### src/rtl/pipe_ctrl_pkg.sv
// Shared encodings and control-word types for the pipelined MIPS controller.
// Opcodes, functs, ALU codes and per-stage control bundles.
package pipe_ctrl_pkg;

  localparam logic [5:0] OP_R     = 6'b000000;
  localparam logic [5:0] OP_ADDI  = 6'b001000;
  localparam logic [5:0] OP_ADDIU = 6'b001001;
  localparam logic [5:0] OP_ANDI  = 6'b001100;
  localparam logic [5:0] OP_ORI   = 6'b001101;
  localparam logic [5:0] OP_SLTI  = 6'b001010;
  localparam logic [5:0] OP_LH    = 6'b100001;
  localparam logic [5:0] OP_LW    = 6'b100011;
  localparam logic [5:0] OP_SW    = 6'b101011;
  localparam logic [5:0] OP_SH    = 6'b101001;
  localparam logic [5:0] OP_J     = 6'b000010;
  localparam logic [5:0] OP_JAL   = 6'b000011;
  localparam logic [5:0] OP_BEQ   = 6'b000100;
  localparam logic [5:0] OP_BNE   = 6'b000101;
  localparam logic [5:0] OP_BLEZ  = 6'b000110;

  localparam logic [5:0] F_ADD  = 6'b100000;
  localparam logic [5:0] F_ADDU = 6'b100001;
  localparam logic [5:0] F_SUB  = 6'b100010;
  localparam logic [5:0] F_AND  = 6'b100100;
  localparam logic [5:0] F_OR   = 6'b100101;
  localparam logic [5:0] F_NOR  = 6'b100111;
  localparam logic [5:0] F_SLT  = 6'b101010;
  localparam logic [5:0] F_SLTU = 6'b101011;
  localparam logic [5:0] F_SLL  = 6'b000000;
  localparam logic [5:0] F_SRL  = 6'b000010;
  localparam logic [5:0] F_SRA  = 6'b000011;
  localparam logic [5:0] F_SRLV = 6'b000110;
  localparam logic [5:0] F_SRAV = 6'b000111;
  localparam logic [5:0] F_JR   = 6'b001000;
  localparam logic [5:0] F_SYSC = 6'b001100;

  localparam logic [3:0] ALU_ADD  = 4'd0;
  localparam logic [3:0] ALU_SUB  = 4'd1;
  localparam logic [3:0] ALU_AND  = 4'd2;
  localparam logic [3:0] ALU_OR   = 4'd3;
  localparam logic [3:0] ALU_NOR  = 4'd4;
  localparam logic [3:0] ALU_SLT  = 4'd5;
  localparam logic [3:0] ALU_SLTU = 4'd6;
  localparam logic [3:0] ALU_SLL  = 4'd7;
  localparam logic [3:0] ALU_SRL  = 4'd8;
  localparam logic [3:0] ALU_SRA  = 4'd9;

  // ALU-B / shift source: rt, immediate, shamt, rs-variable
  localparam logic [1:0] Y_REG   = 2'b00;
  localparam logic [1:0] Y_IMM   = 2'b01;
  localparam logic [1:0] Y_SHAMT = 2'b10;
  localparam logic [1:0] Y_SHV   = 2'b11;

  localparam logic [1:0] RW_RD  = 2'b00;
  localparam logic [1:0] RW_R31 = 2'b01;
  localparam logic [1:0] RW_RT  = 2'b11;

  localparam logic [1:0] W_ALU = 2'b00;
  localparam logic [1:0] W_PC4 = 2'b01;
  localparam logic [1:0] W_RAM = 2'b11;

  typedef struct packed {
    logic [3:0] alu_s;
    logic [1:0] y;
    logic       blez;
    logic       beq;
    logic       bne;
    logic       jr;
  } ex_ctrl_t;

  typedef struct packed {
    logic sto;
    logic load;
    logic half;
  } mem_ctrl_t;

  typedef struct packed {
    logic       we;
    logic [1:0] rw;
    logic [1:0] w;
  } wb_ctrl_t;

  typedef struct packed {
    ex_ctrl_t  ex;
    mem_ctrl_t mem;
    wb_ctrl_t  wb;
  } ctrl_t;

  localparam ctrl_t CTRL_NOP = '0;

endpackage

### src/rtl/pipe_controller_decode.sv
// ID-stage instruction decoder: instruction word to control word.
// Purely combinational; also flags rt-readers and jumps.
module ctrl_decode
  import pipe_ctrl_pkg::*;
(
  input  logic [31:0] instr,
  output ctrl_t       ctrl,
  output logic        reads_rt,
  output logic        jump
);

  logic [5:0] op;
  logic [5:0] fn;
  logic [4:0] rt;
  logic [4:0] rd;
  logic [4:0] dest;
  logic       unused_bits;

  assign op = instr[31:26];
  assign rt = instr[20:16];
  assign rd = instr[15:11];
  assign fn = instr[5:0];
  assign unused_bits = ^{instr[25:21], instr[10:6]};

  // decode opcode/funct, then drop writes to $0
  always_comb begin
    ctrl     = CTRL_NOP;
    reads_rt = 1'b0;
    jump     = 1'b0;
    dest     = 5'd0;
    unique case (1'b1)
      (op == OP_R): begin
        reads_rt    = 1'b1;
        dest        = rd;
        ctrl.wb.we  = 1'b1;
        unique case (1'b1)
          (fn == F_ADD),
          (fn == F_ADDU): ctrl.ex.alu_s = ALU_ADD;
          (fn == F_SUB):  ctrl.ex.alu_s = ALU_SUB;
          (fn == F_AND):  ctrl.ex.alu_s = ALU_AND;
          (fn == F_OR):   ctrl.ex.alu_s = ALU_OR;
          (fn == F_NOR):  ctrl.ex.alu_s = ALU_NOR;
          (fn == F_SLT):  ctrl.ex.alu_s = ALU_SLT;
          (fn == F_SLTU): ctrl.ex.alu_s = ALU_SLTU;
          (fn == F_SLL): begin
            ctrl.ex.alu_s = ALU_SLL;
            ctrl.ex.y     = Y_SHAMT;
          end
          (fn == F_SRL): begin
            ctrl.ex.alu_s = ALU_SRL;
            ctrl.ex.y     = Y_SHAMT;
          end
          (fn == F_SRA): begin
            ctrl.ex.alu_s = ALU_SRA;
            ctrl.ex.y     = Y_SHAMT;
          end
          (fn == F_SRLV): begin
            ctrl.ex.alu_s = ALU_SRL;
            ctrl.ex.y     = Y_SHV;
          end
          (fn == F_SRAV): begin
            ctrl.ex.alu_s = ALU_SRA;
            ctrl.ex.y     = Y_SHV;
          end
          (fn == F_JR): begin
            ctrl.wb.we = 1'b0;
            ctrl.ex.jr = 1'b1;
          end
          default: ctrl = CTRL_NOP;
        endcase
      end
      (op == OP_ADDI),
      (op == OP_ADDIU): begin
        dest          = rt;
        ctrl.ex.alu_s = ALU_ADD;
        ctrl.ex.y     = Y_IMM;
        ctrl.wb.we    = 1'b1;
        ctrl.wb.rw    = RW_RT;
      end
      (op == OP_ANDI): begin
        dest          = rt;
        ctrl.ex.alu_s = ALU_AND;
        ctrl.ex.y     = Y_IMM;
        ctrl.wb.we    = 1'b1;
        ctrl.wb.rw    = RW_RT;
      end
      (op == OP_ORI): begin
        dest          = rt;
        ctrl.ex.alu_s = ALU_OR;
        ctrl.ex.y     = Y_IMM;
        ctrl.wb.we    = 1'b1;
        ctrl.wb.rw    = RW_RT;
      end
      (op == OP_SLTI): begin
        dest          = rt;
        ctrl.ex.alu_s = ALU_SLT;
        ctrl.ex.y     = Y_IMM;
        ctrl.wb.we    = 1'b1;
        ctrl.wb.rw    = RW_RT;
      end
      (op == OP_LH),
      (op == OP_LW): begin
        dest          = rt;
        ctrl.ex.y     = Y_IMM;
        ctrl.mem.load = 1'b1;
        ctrl.mem.half = (op == OP_LH);
        ctrl.wb.we    = 1'b1;
        ctrl.wb.rw    = RW_RT;
        ctrl.wb.w     = W_RAM;
      end
      (op == OP_SW),
      (op == OP_SH): begin
        reads_rt      = 1'b1;
        ctrl.ex.y     = Y_IMM;
        ctrl.mem.sto  = 1'b1;
        ctrl.mem.half = (op == OP_SH);
      end
      (op == OP_J): jump = 1'b1;
      (op == OP_JAL): begin
        jump       = 1'b1;
        dest       = 5'd31;
        ctrl.wb.we = 1'b1;
        ctrl.wb.rw = RW_R31;
        ctrl.wb.w  = W_PC4;
      end
      (op == OP_BEQ): begin
        reads_rt      = 1'b1;
        ctrl.ex.alu_s = ALU_SUB;
        ctrl.ex.beq   = 1'b1;
      end
      (op == OP_BNE): begin
        reads_rt      = 1'b1;
        ctrl.ex.alu_s = ALU_SUB;
        ctrl.ex.bne   = 1'b1;
      end
      (op == OP_BLEZ): begin
        ctrl.ex.alu_s = ALU_SUB;
        ctrl.ex.blez  = 1'b1;
      end
      default: ctrl = CTRL_NOP;
    endcase
    if (dest == 5'd0) ctrl.wb.we = 1'b0;
  end

endmodule

### src/rtl/pipe_controller.sv
// Pipelined control: ID decode carried through ID/EX, EX/MEM, MEM/WB.
// Load-use bubbles, branch flush, memory-wait freeze, stall counter.
module pipe_controller
  import pipe_ctrl_pkg::*;
#(
  parameter int ALU_SEL_W  = 4,
  parameter int REG_ADDR_W = 5,
  parameter int HAZARD_EN  = 1,
  parameter int CNT_W      = 16
) (
  input  logic                  clk,
  input  logic                  rst,
  input  logic [31:0]           id_instr,
  input  logic                  id_valid,
  input  logic                  flush,
  input  logic                  mem_wait,
  output logic                  hazard_stall,
  output logic                  id_jump,
  output logic [ALU_SEL_W-1:0]  ex_alu_s,
  output logic [1:0]            ex_y,
  output logic                  ex_blez,
  output logic                  ex_beq,
  output logic                  ex_bne,
  output logic                  ex_jr,
  output logic                  mem_sto,
  output logic                  mem_load,
  output logic                  mem_half,
  output logic                  wb_we,
  output logic [1:0]            wb_rw,
  output logic [1:0]            wb_w,
  output logic [REG_ADDR_W-1:0] ex_rt,
  output logic [CNT_W-1:0]      stall_cnt
);

  ctrl_t                 id_c;
  logic                  id_reads_rt;
  logic                  id_jmp;
  logic [REG_ADDR_W-1:0] id_rs;
  logic [REG_ADDR_W-1:0] id_rt;

  logic                  ex_v;
  ctrl_t                 ex_q;
  logic [REG_ADDR_W-1:0] ex_rt_q;
  logic                  mem_v;
  mem_ctrl_t             mem_q;
  wb_ctrl_t              mem_wb_q;
  logic                  wb_v;
  wb_ctrl_t              wb_q;
  logic [CNT_W-1:0]      cnt_q;

  logic load_use;
  logic bubble;

  ctrl_decode u_dec (
    .instr    (id_instr),
    .ctrl     (id_c),
    .reads_rt (id_reads_rt),
    .jump     (id_jmp)
  );

  assign id_rs = REG_ADDR_W'(id_instr[25:21]);
  assign id_rt = REG_ADDR_W'(id_instr[20:16]);

  // load in EX whose rt feeds the ID instruction
  always_comb begin
    load_use = 1'b0;
    if (HAZARD_EN != 0 && ex_v && ex_q.mem.load &&
        ex_rt_q != '0) begin
      load_use = (ex_rt_q == id_rs) ||
                 (id_reads_rt && ex_rt_q == id_rt);
    end
  end

  assign bubble       = flush | load_use;
  assign hazard_stall = mem_wait | (load_use & ~flush);
  assign id_jump      = id_jmp & id_valid;

  // stage registers and saturating bubble counter
  always_ff @(posedge clk) begin
    if (rst) begin
      ex_v     <= 1'b0;
      ex_q     <= CTRL_NOP;
      ex_rt_q  <= '0;
      mem_v    <= 1'b0;
      mem_q    <= '0;
      mem_wb_q <= '0;
      wb_v     <= 1'b0;
      wb_q     <= '0;
      cnt_q    <= '0;
    end else if (!mem_wait) begin
      ex_v     <= id_valid & ~bubble;
      ex_q     <= id_c;
      ex_rt_q  <= id_rt;
      mem_v    <= ex_v;
      mem_q    <= ex_q.mem;
      mem_wb_q <= ex_q.wb;
      wb_v     <= mem_v;
      wb_q     <= mem_wb_q;
      if (bubble && cnt_q != {CNT_W{1'b1}}) begin
        cnt_q <= cnt_q + 1'b1;
      end
    end
  end

  assign ex_alu_s = ALU_SEL_W'(ex_q.ex.alu_s) & {ALU_SEL_W{ex_v}};
  assign ex_y     = ex_q.ex.y & {2{ex_v}};
  assign ex_blez  = ex_q.ex.blez & ex_v;
  assign ex_beq   = ex_q.ex.beq & ex_v;
  assign ex_bne   = ex_q.ex.bne & ex_v;
  assign ex_jr    = ex_q.ex.jr & ex_v;
  assign ex_rt    = ex_rt_q & {REG_ADDR_W{ex_v}};
  assign mem_sto  = mem_q.sto & mem_v;
  assign mem_load = mem_q.load & mem_v;
  assign mem_half = mem_q.half & mem_v;
  assign wb_we    = wb_q.we & wb_v;
  assign wb_rw    = wb_q.rw & {2{wb_v}};
  assign wb_w     = wb_q.w & {2{wb_v}};
  assign stall_cnt = cnt_q;

endmodule

### config.mk
export PLATFORM = sky130hd
export DESIGN_NAME = pipe_controller
export DESIGN_NICKNAME = d
export VERILOG_FILES = /design/src/rtl/pipe_ctrl_pkg.sv /design/src/rtl/pipe_controller_decode.sv /design/src/rtl/pipe_controller.sv
export SDC_FILE = /design/constraint.sdc
export NUM_CORES = 1
export LEC_CHECK = 0
export CAP_MARGIN = 25
export CORE_MARGIN = 2
export CORE_UTILIZATION = 54
export CTS_BUF_LIST = sky130_fd_sc_hd__clkbuf_2
export CTS_CLUSTER_SIZE = 16
export DETAILED_ROUTE_END_ITERATION = 6
export PLACE_DENSITY = 0.88
export SLEW_MARGIN = 20
export SYNTH_ARGS = -nofsm -noshare
export SYNTH_HDL_FRONTEND = slang
export SYNTH_SLANG_ARGS = --single-unit
### constraint.sdc
create_clock -name clk -period 3.47 [get_ports clk]
set_clock_uncertainty 0.05 [all_clocks]
set_input_delay 0.694 -clock clk [delete_from_list [all_inputs] [get_ports clk]]
set_output_delay 0.694 -clock clk [all_outputs]
set_load 0.02 [all_outputs]
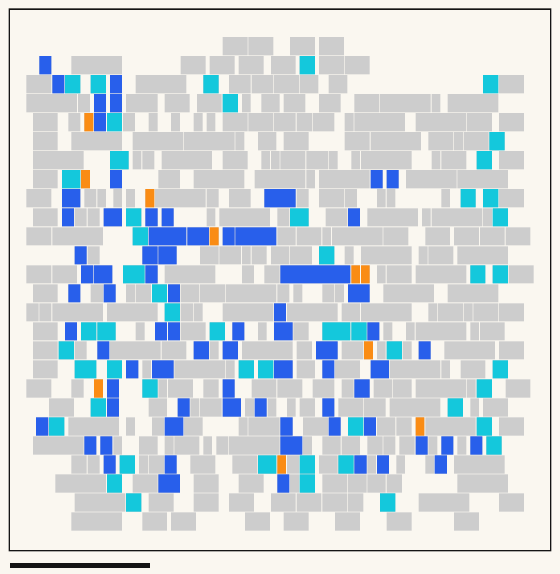
*Gate-type map*
Scale bar: 20 um.
[blue] inverting AOI/OAI gates | cells: 74
[orange] inverters | cells: 10
[cyan] AND and OR gates | cells: 51 | where: all over the die

==> CHANGELOG.md <==
### Changed

* Sequential cell area share at 0.2930
* Post-placement cell count at around 490
* Yosys Instances at around 360
* Slowest cell on crit path: clkdlybuf4s50_1
* M3 GR Usage at 0.04941
* Max Cap Viol at 0
* Synth-to-layout area growth at 29.66%
* Sw Share at 0.2809
* CORE AREA at ~5100 um2
* Tool warnings at 31
* Pre-CTS setup slack at -225.2 ps
* Worst Tran Pin Value at around 950 ps
* Flip-flops at between 50 and 60
* Met1 GRT Util at 0.2886
* Setup_tns at 0 ps
* ANT nets after route at 0
* Starting DRT DRC Count at ~370
* CTS tree: built
* Placed cell area at between 3000 and 4000 um2
* Routability cong. at 0.8438
* Pleak at 1.362 nW
* Routed length per instance at between 10 and 15 um
* Grt total ovfl at 0
* Pwr Total at about 1.1 mW
* Commonest flop: dfxtp_1
* CP Buf/Inv Count at 2
* Critical path required time at around 2700 ps
* Async S/R FF share, synth at 0
* Clk_buf instances at 5
* Via count at ~2800
* Core Util, Final at 0.7310
* Yosys warnings at 0
* Worst-path clk slew at about 250 ps
* Routing usage on met2 at 0.4104
* Logic share of the area at 0.4432
* Number of library cell types mapped by synthesis at roughly 50
* Clock buffers and inverters, area share at 0.01199
* Vias in the first global route at around 2600
* Hold Path Class: reg2reg
* Minimum clock period at 3273 ps
* CP arrival at 2530 ps
* Row Count at 26
* Sequential group power at approximately 660 uW
* Post-synth EDFFs at 0
* CP max stage delay at around 410 ps
* Top cell area share at 0.3800
* NonClk Buf Share at 0.2184
* Worst rel slew slack at 0.3687
* Number of logic gates at around 270
* Status: completed
* Multi-input gate area at between 1500 and 2000 um2
* NetSw at between 300 and 400 uW
* Clk latency late pin at between 400 and 500 ps
* Non-clk invs at 10
* Top Usage Layer GRT: met2
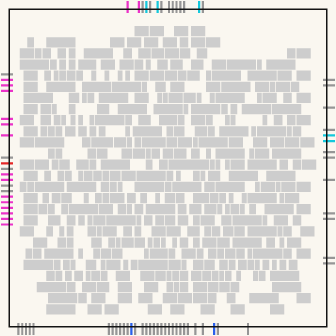
*Pin placement*
Pins as bars across the die edge, other pins in grey.
[magenta] stall_cnt | pins: 16 | direction: output | edge: 14 left, 2 top
[blue] ex_y | pins: 2 | direction: output | edge: bottom
[red] hazard_stall | pins: 1 | direction: output | edge: left
[cyan] ex_rt | pins: 5 | direction: output | edge: 3 top, 2 right
all pins by edge: 31 bottom, 20 left, 14 top, 13 right

-- what timing repair did --
action                                  in CTS  in global routing
buffers inserted                             0                  0
resized                                      1                  4
endpoints found under the setup margin       1                  2
gates cloned                                 0                  0
-- flip-flops by register name, summed over array words and instances, names as in the netlist --
register,cells
ex_q,18
ex_rt_q,5
ex_v,1
mem_q,3
mem_v,1
mem_wb_q,5
stall_cnt,16
wb_q,5
wb_v,1
-- placed cells by master, fill, tap and decap left out, types with 2 or more instances in the layout --
master | netlist | routed
a21oi_1 | 36 | 36
a31oi_1 | 4 | 4
or3_1 | 15 | 15
and2_1 | 25 | 25
nor3_1 | 8 | 7
dfxtp_1 | 55 | 55
nand3_1 | 12 | 12
o31ai_1 | 4 | 4
nor2_1 | 50 | 50
nand3b_1 | 3 | 3
o21ai_1 | 3 | 3
nor4_1 | 5 | 5
clkbuf_2 | 0 | 6
and4_1 | 2 | 2
xor2_1 | 2 | 2
nand2b_1 | 2 | 2
o32ai_1 | 2 | 2
nand2_1 | 16 | 16
o21bai_1 | 2 | 2
o21ai_0 | 12 | 12
buf_2 | 1 | 2
buf_4 | 0 | 15
nand4b_1 | 2 | 2
nand4_1 | 4 | 4
clkdlybuf4s50_1 | 0 | 68
xnor2_1 | 9 | 9
inv_1 | 10 | 10
mux2i_1 | 22 | 22
nor2b_1 | 4 | 4
a32oi_1 | 2 | 2
or4_1 | 5 | 5
-- synth_stat cells, types with 2 or more instances --
cell	instances
a21oi_1	36
a31oi_1	4
a32oi_1	2
and2_1	25
and4_1	2
buf_1	2
clkbuf_1	20
dfxtp_1	55
inv_1	10
mux2i_1	22
nand2_1	16
nand2b_1	2
nand3_1	12
nand3b_1	3
nand4_1	4
nand4b_1	2
nor2_1	50
nor2b_1	4
nor3_1	8
nor4_1	5
o21ai_0	12
o21ai_1	3
o21bai_1	2
o31ai_1	4
o32ai_1	2
or3_1	15
or4_1	5
xnor2_1	9
xor2_1	2
-- path summary, 6_finish.rpt --
| path | startpoint | end | depth (start not counted) | slack, ps |
|---|---|---|---|---|
| max | id_instr[27] | hazard_stall | 7 | 200 |
| min | ex_q[0]$_SDFFE_PP0N_ | ex_q[0]$_SDFFE_PP0N_ | 2 | 430 |
| max reg2reg | ex_rt_q[4]$_SDFFE_PP0N_ | stall_cnt[1]$_SDFFE_PP0P_ | 7 | 950 |
| min reg2reg | ex_q[0]$_SDFFE_PP0N_ | ex_q[0]$_SDFFE_PP0N_ | 2 | 430 |
-- worst register-to-register path: cells and delay by family (launching register included) --
kind / cells / cell delay, ps
AOI/OAI and AO/OA: 3 / 930
and+or+nand+nor: 2 / 600
DFF: 1 / 430
muxes: 1 / 260
buffers and inverters: 1 / 150
-- kinds of logic (layout without fill, tap and decap cells) --
family | Yosys count | in the layout | share of synthesized area
AOI/OAI and AO/OA | 78 | 78 | 0.1744
xor gates and xnor gates | 11 | 11 | 0.03325
adders and majority gates | 1 | 1 | 0.004317
buffers and inverters | 34 | 105 | 0.04706
DFF | 55 | 55 | 0.3800
muxes | 22 | 22 | 0.07599
and+or+nand+nor | 158 | 158 | 0.2850
No activity file was given, so power comes from the tool's default toggle rates.
